**src/rtl/keypad4x4_scan.sv**
```systemverilog
// 4x4 matrix keypad scanner: walks an active-low column strobe, debounces whole
// scan frames and hands each new press to user logic through a one-deep valid/ack buffer.
module keypad4x4_scan #(
  parameter int SCAN_DIV_W      = 15,
  parameter int DEBOUNCE_FRAMES = 3
) (
  input  logic        clk,
  input  logic        rstn,
  output logic [3:0]  o_col,
  input  logic [3:0]  i_row,
  output logic [3:0]  o_key_code,
  output logic        o_key_valid,
  input  logic        i_key_ack,
  output logic        o_overrun,
  output logic        o_key_down,
  output logic [15:0] o_key_bitmap
);

  localparam logic [3:0] RUN_MAX = 4'(DEBOUNCE_FRAMES);

  typedef enum logic {IDLE, PENDING} state_t;

  logic [3:0]            row_meta_reg;
  logic [3:0]            row_sync_reg;
  logic [SCAN_DIV_W-1:0] cnt_reg;
  logic [1:0]            col_addr_reg;
  logic [15:0]           raw_reg;
  logic [15:0]           last_frame_reg;
  logic [15:0]           bitmap_reg;
  logic [3:0]            run_reg;
  state_t                state_reg;
  logic                  valid_reg;
  logic [3:0]            code_reg;
  logic                  overrun_reg;

  logic                  tick;
  logic                  frame_done;
  logic [15:0]           frame;
  logic [3:0]            run_next;
  logic                  commit;
  logic [15:0]           new_keys;
  logic                  press_event;
  logic [3:0]            press_code;

  always_ff @(posedge clk or negedge rstn) begin
    if (!rstn) begin
      row_meta_reg <= 4'hF;
      row_sync_reg <= 4'hF;
    end else begin
      row_meta_reg <= i_row;
      row_sync_reg <= row_meta_reg;
    end
  end

  assign tick       = &cnt_reg;
  assign frame_done = tick && (col_addr_reg == 2'd3);
  assign o_col      = ~(4'b0001 << col_addr_reg);

  // Rows are captured at the end of each column period so the strobe has a full tick to settle.
  always_ff @(posedge clk or negedge rstn) begin
    if (!rstn) begin
      cnt_reg      <= '0;
      col_addr_reg <= 2'd0;
      raw_reg      <= 16'h0000;
    end else begin
      cnt_reg <= cnt_reg + SCAN_DIV_W'(1);
      if (tick) begin
        for (int c = 0; c < 4; c++) begin
          if (col_addr_reg == 2'(c)) raw_reg[c*4 +: 4] <= ~row_sync_reg;
        end
        col_addr_reg <= col_addr_reg + 2'd1;
      end
    end
  end

  // The last column of a frame is taken live so the frame is judged on the completing tick.
  always_comb begin
    frame         = raw_reg;
    frame[15:12]  = ~row_sync_reg;
  end

  always_comb begin
    if (frame == last_frame_reg) begin
      run_next = (run_reg >= RUN_MAX) ? RUN_MAX : run_reg + 4'd1;
    end else begin
      run_next = 4'd1;
    end
  end

  assign commit      = frame_done && (run_next == RUN_MAX);
  assign new_keys    = frame & ~bitmap_reg;
  assign press_event = commit && (new_keys != 16'h0000);

  // Lowest newly pressed index wins; the others only show up in the bitmap.
  always_comb begin
    press_code = 4'd0;
    for (int i = 15; i >= 0; i--) begin
      if (new_keys[i]) press_code = 4'(i);
    end
  end

  always_ff @(posedge clk or negedge rstn) begin
    if (!rstn) begin
      run_reg        <= 4'd0;
      last_frame_reg <= 16'h0000;
      bitmap_reg     <= 16'h0000;
    end else if (frame_done) begin
      run_reg        <= run_next;
      last_frame_reg <= frame;
      if (run_next == RUN_MAX) bitmap_reg <= frame;
    end
  end

  always_ff @(posedge clk or negedge rstn) begin
    if (!rstn) begin
      state_reg   <= IDLE;
      valid_reg   <= 1'b0;
      code_reg    <= 4'd0;
      overrun_reg <= 1'b0;
    end else begin
      case (state_reg)
        IDLE: begin
          if (press_event) begin
            code_reg  <= press_code;
            valid_reg <= 1'b1;
            state_reg <= PENDING;
          end
        end
        PENDING: begin
          if (i_key_ack) begin
            overrun_reg <= 1'b0;
            if (press_event) begin
              code_reg <= press_code;
            end else begin
              valid_reg <= 1'b0;
              state_reg <= IDLE;
            end
          end else if (press_event) begin
            overrun_reg <= 1'b1;
          end
        end
        default: begin
          state_reg <= IDLE;
          valid_reg <= 1'b0;
        end
      endcase
    end
  end

  assign o_key_valid  = valid_reg;
  assign o_key_code   = code_reg;
  assign o_overrun    = overrun_reg;
  assign o_key_bitmap = bitmap_reg;
  assign o_key_down   = |bitmap_reg;

endmodule

```
**config.mk**
```make
export PLATFORM = sky130hd
export DESIGN_NAME = keypad4x4_scan
export DESIGN_NICKNAME = d
export VERILOG_FILES = /design/src/rtl/keypad4x4_scan.sv
export SDC_FILE = /design/constraint.sdc
export NUM_CORES = 1
export LEC_CHECK = 0
export CORE_ASPECT_RATIO = 1.2
export CORE_MARGIN = 2
export CORE_UTILIZATION = 50
export DETAILED_ROUTE_END_ITERATION = 12
export HOLD_SLACK_MARGIN = 0.02
export MAX_ROUTING_LAYER = met4
export PLACE_DENSITY = 0.81
export SLEW_MARGIN = 20
export SYNTH_ARGS = -nofsm -noshare
export SYNTH_HDL_FRONTEND = slang
export SYNTH_SLANG_ARGS = --single-unit
export TNS_END_PERCENT = 50
```
**constraint.sdc**
```tcl
create_clock -name clk -period 2.6 [get_ports clk]
set_input_delay 0.26 -clock clk [delete_from_list [all_inputs] [get_ports clk]]
set_output_delay 0.26 -clock clk [all_outputs]
set_load 0.005 [all_outputs]
```
**I/O pins on the die edge**

Pins as bars across the die edge, other pins in grey.
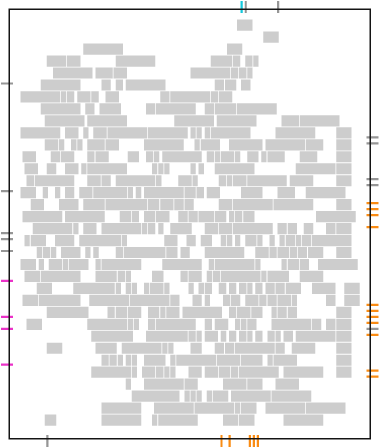
Key: i_row = magenta [pins 4, direction input, edge west]; o_overrun = cyan [pins 1, direction output, edge north]; o_key_bitmap = orange [pins 16, direction output, edge 11 east, 5 south]

**Clock distribution**

Bar = 20 um.
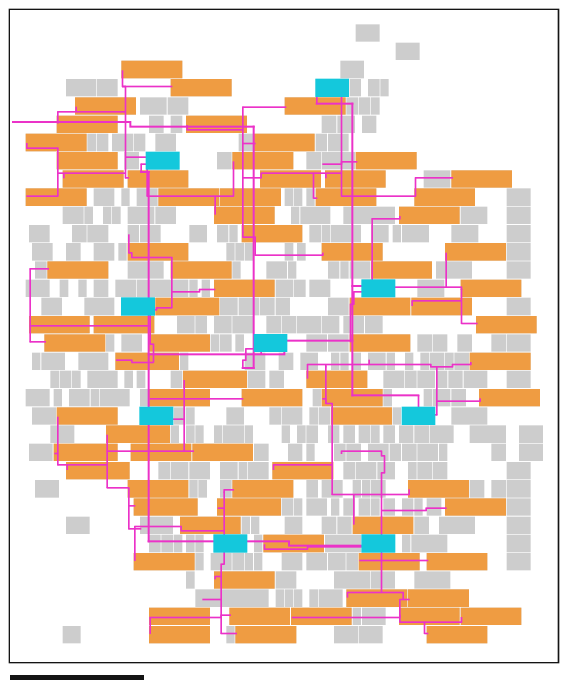
Key: clock wires = magenta [length 974 um]; clock drivers = cyan [count 9]; flip-flops = orange [count 80]
Position of the flops: widely spread.

==> flow_summary.rst <==
Run summary
-----------

.. list-table::
   :header-rows: 1

   * - Metric
     - Value
   * - Setup crit start
     - row_sync_reg[2]
   * - Slew Limit Headroom
     - 35.13%
   * - Post-synthesis cell type with the largest instance count
     - dfrtp_1
   * - Switching part of the total
     - 22.01%
   * - Final GP Congestion
     - 0.8631
   * - Cell count of the worst reg-to-reg path
     - 6
   * - Port Buf Inserts
     - 33
   * - Pin count of the biggest net entering global routing
     - 81
   * - Largest cells by area after synthesis
     - dfrtp_1 50%, nand2_1 7.0%, dfstp_2 5.8%
   * - Final Hold Violation Tally
     - 0
   * - Count of buffers added by post-CTS timing repair for setup
     - 0
   * - Final worst path period share
     - 89.47%
   * - Number of enable flip-flop cells
     - 0
   * - Reg2reg end
     - o_key_bitmap[2]
   * - Antenna diode count
     - 0
   * - Sinks on Clock Net
     - 80
   * - Placement Cell Area
     - 4119 um2
   * - Cell area power density
     - 523.9 nW/um2
   * - Number of inserted filler cells in the final layout
     - 572
   * - Wirelength per Cell
     - 15.61 um
   * - Flops & latches, synth
     - 80
   * - Run status
     - completed
**Placed cells, one colour a class**

Fill, decap, tap and diode cells in grey.
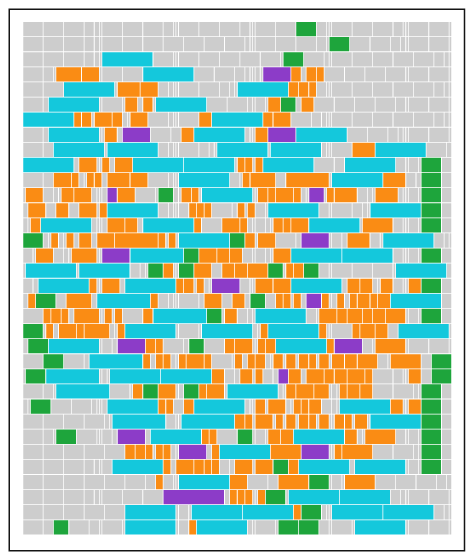
Key: remaining buffers and delay cells = green [cells 48]; combinational and other logic = orange [cells 246]; sequential cells = cyan [cells 80]; clock drivers and dummy loads = purple [cells 16]
Core Util, Final: 60.52%
number of cell rows: 34
post-route cell area: 4325 um2
register fraction of the total cell area: 46.51%

**Routed metal, one colour a layer**

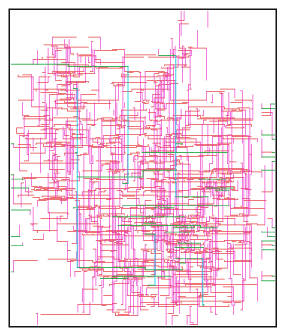
Key: metal 3 = green [wire length 398 um]; metal 1 = red [wire length 3270 um]; metal 4 = cyan [wire length 165 um]; metal 2 = magenta [wire length 3660 um]

## per-layer routing
metal | share of wire, % | global-route usage (%) | wire length [um] | up-vias
li1 | - | - | - | 1246
met1 | 44 | 28.45 | 3266 | 1264
met2 | 49 | 33.08 | 3664 | 75
met3 | 5.3 | 4.275 | 398 | 15
met4 | 2.2 | 8.846 | 164 | 0
met5 | 0 | - | 0 | -
## power by group through the flow
stage                     registers [W]  logic (W)  clock network (W)
final                           0.00126  0.0000586           0.000949
after global routing            0.00126  0.0000662            0.00101
after CTS                       0.00126  0.0000608           0.000959
after detailed placement        0.00128  0.0000606                  0
after global placement          0.00128  0.0000598                  0
after floorplan                 0.00128  0.0000227                  0
## critical path, delay by kind of cell, from the launching register on
family | cells | cell delay (ns)
buf+inv | 1 | 0.25
xor+xnor | 1 | 0.17
mux | 1 | 0.33
flops | 1 | 0.54
simple gates | 3 | 0.92
## how the worst min path moves through the flow
stage / startpoint / endpoint / slack [ns] / cells past startpoint
2_1_floorplan: rstn / cnt_reg[0] / -0.04 / 0
3_3_place_gp: row_meta_reg[1] / row_sync_reg[1] / 0.35 / 0
3_5_place_dp: row_meta_reg[1] / row_sync_reg[1] / 0.35 / 0
4_1_cts: rstn / raw_reg[8] / 0.09 / 1
5_1_grt: rstn / last_frame_reg[8] / 0.15 / 1
6_report: rstn / raw_reg[9] / 0.04 / 1
## kinds of logic (layout without fill, tap and decap cells)
group	after synthesis	count (layout)	synth area share, %
adder cells (fa/ha/maj)	6	6	2.070
flip-flops	80	80	55.49
AND/OR/NAND/NOR	129	129	18.01
AND-OR/OR-AND	50	50	8.455
multiplexers	15	15	5.418
XOR/XNOR	30	30	7.246
buffers and inverters	27	80	3.312
## cell usage in the layout (no fill, tap or decap), types with 5 or more instances in the layout
cell type and n:
inv_1 16, nor2_1 7, mux2_4 8, nand2b_1 7, clkbuf_8 11, xor2_1 11
dfrtp_1 72, o21ai_0 28, nor4_1 7, ha_1 6, xnor2_1 19, nand4_1 8
dfstp_2 8, nand2_1 68, mux2_2 5, buf_4 16, nor2b_1 7, clkdlybuf4s50_1 32
a21oi_1 6
## layout make-up
type	count	share of cell area [%]
tap	90	2.603
timing repair buffer	48	10.18
inverter	16	1.388
sequential	80	46.51
clock buffer	11	3.500
multi-input combinational	230	34.54
clock inverter	5	1.273
## metrics by stage
step	std cells	hold slack (ns)	utilization (%)	worst slack [ns]
after floorplan	337	-0.03559	-	0.2274
after CTS	480	0.09369	60.52	0.2665
after global routing	480	0.1473	60.52	0.1609
after detailed placement	464	0.3475	57.63	0.2817
after global placement	464	0.3457	57.63	0.3249
final	480	0.04338	60.52	0.2738
Power and IR drop assume default switching activity.
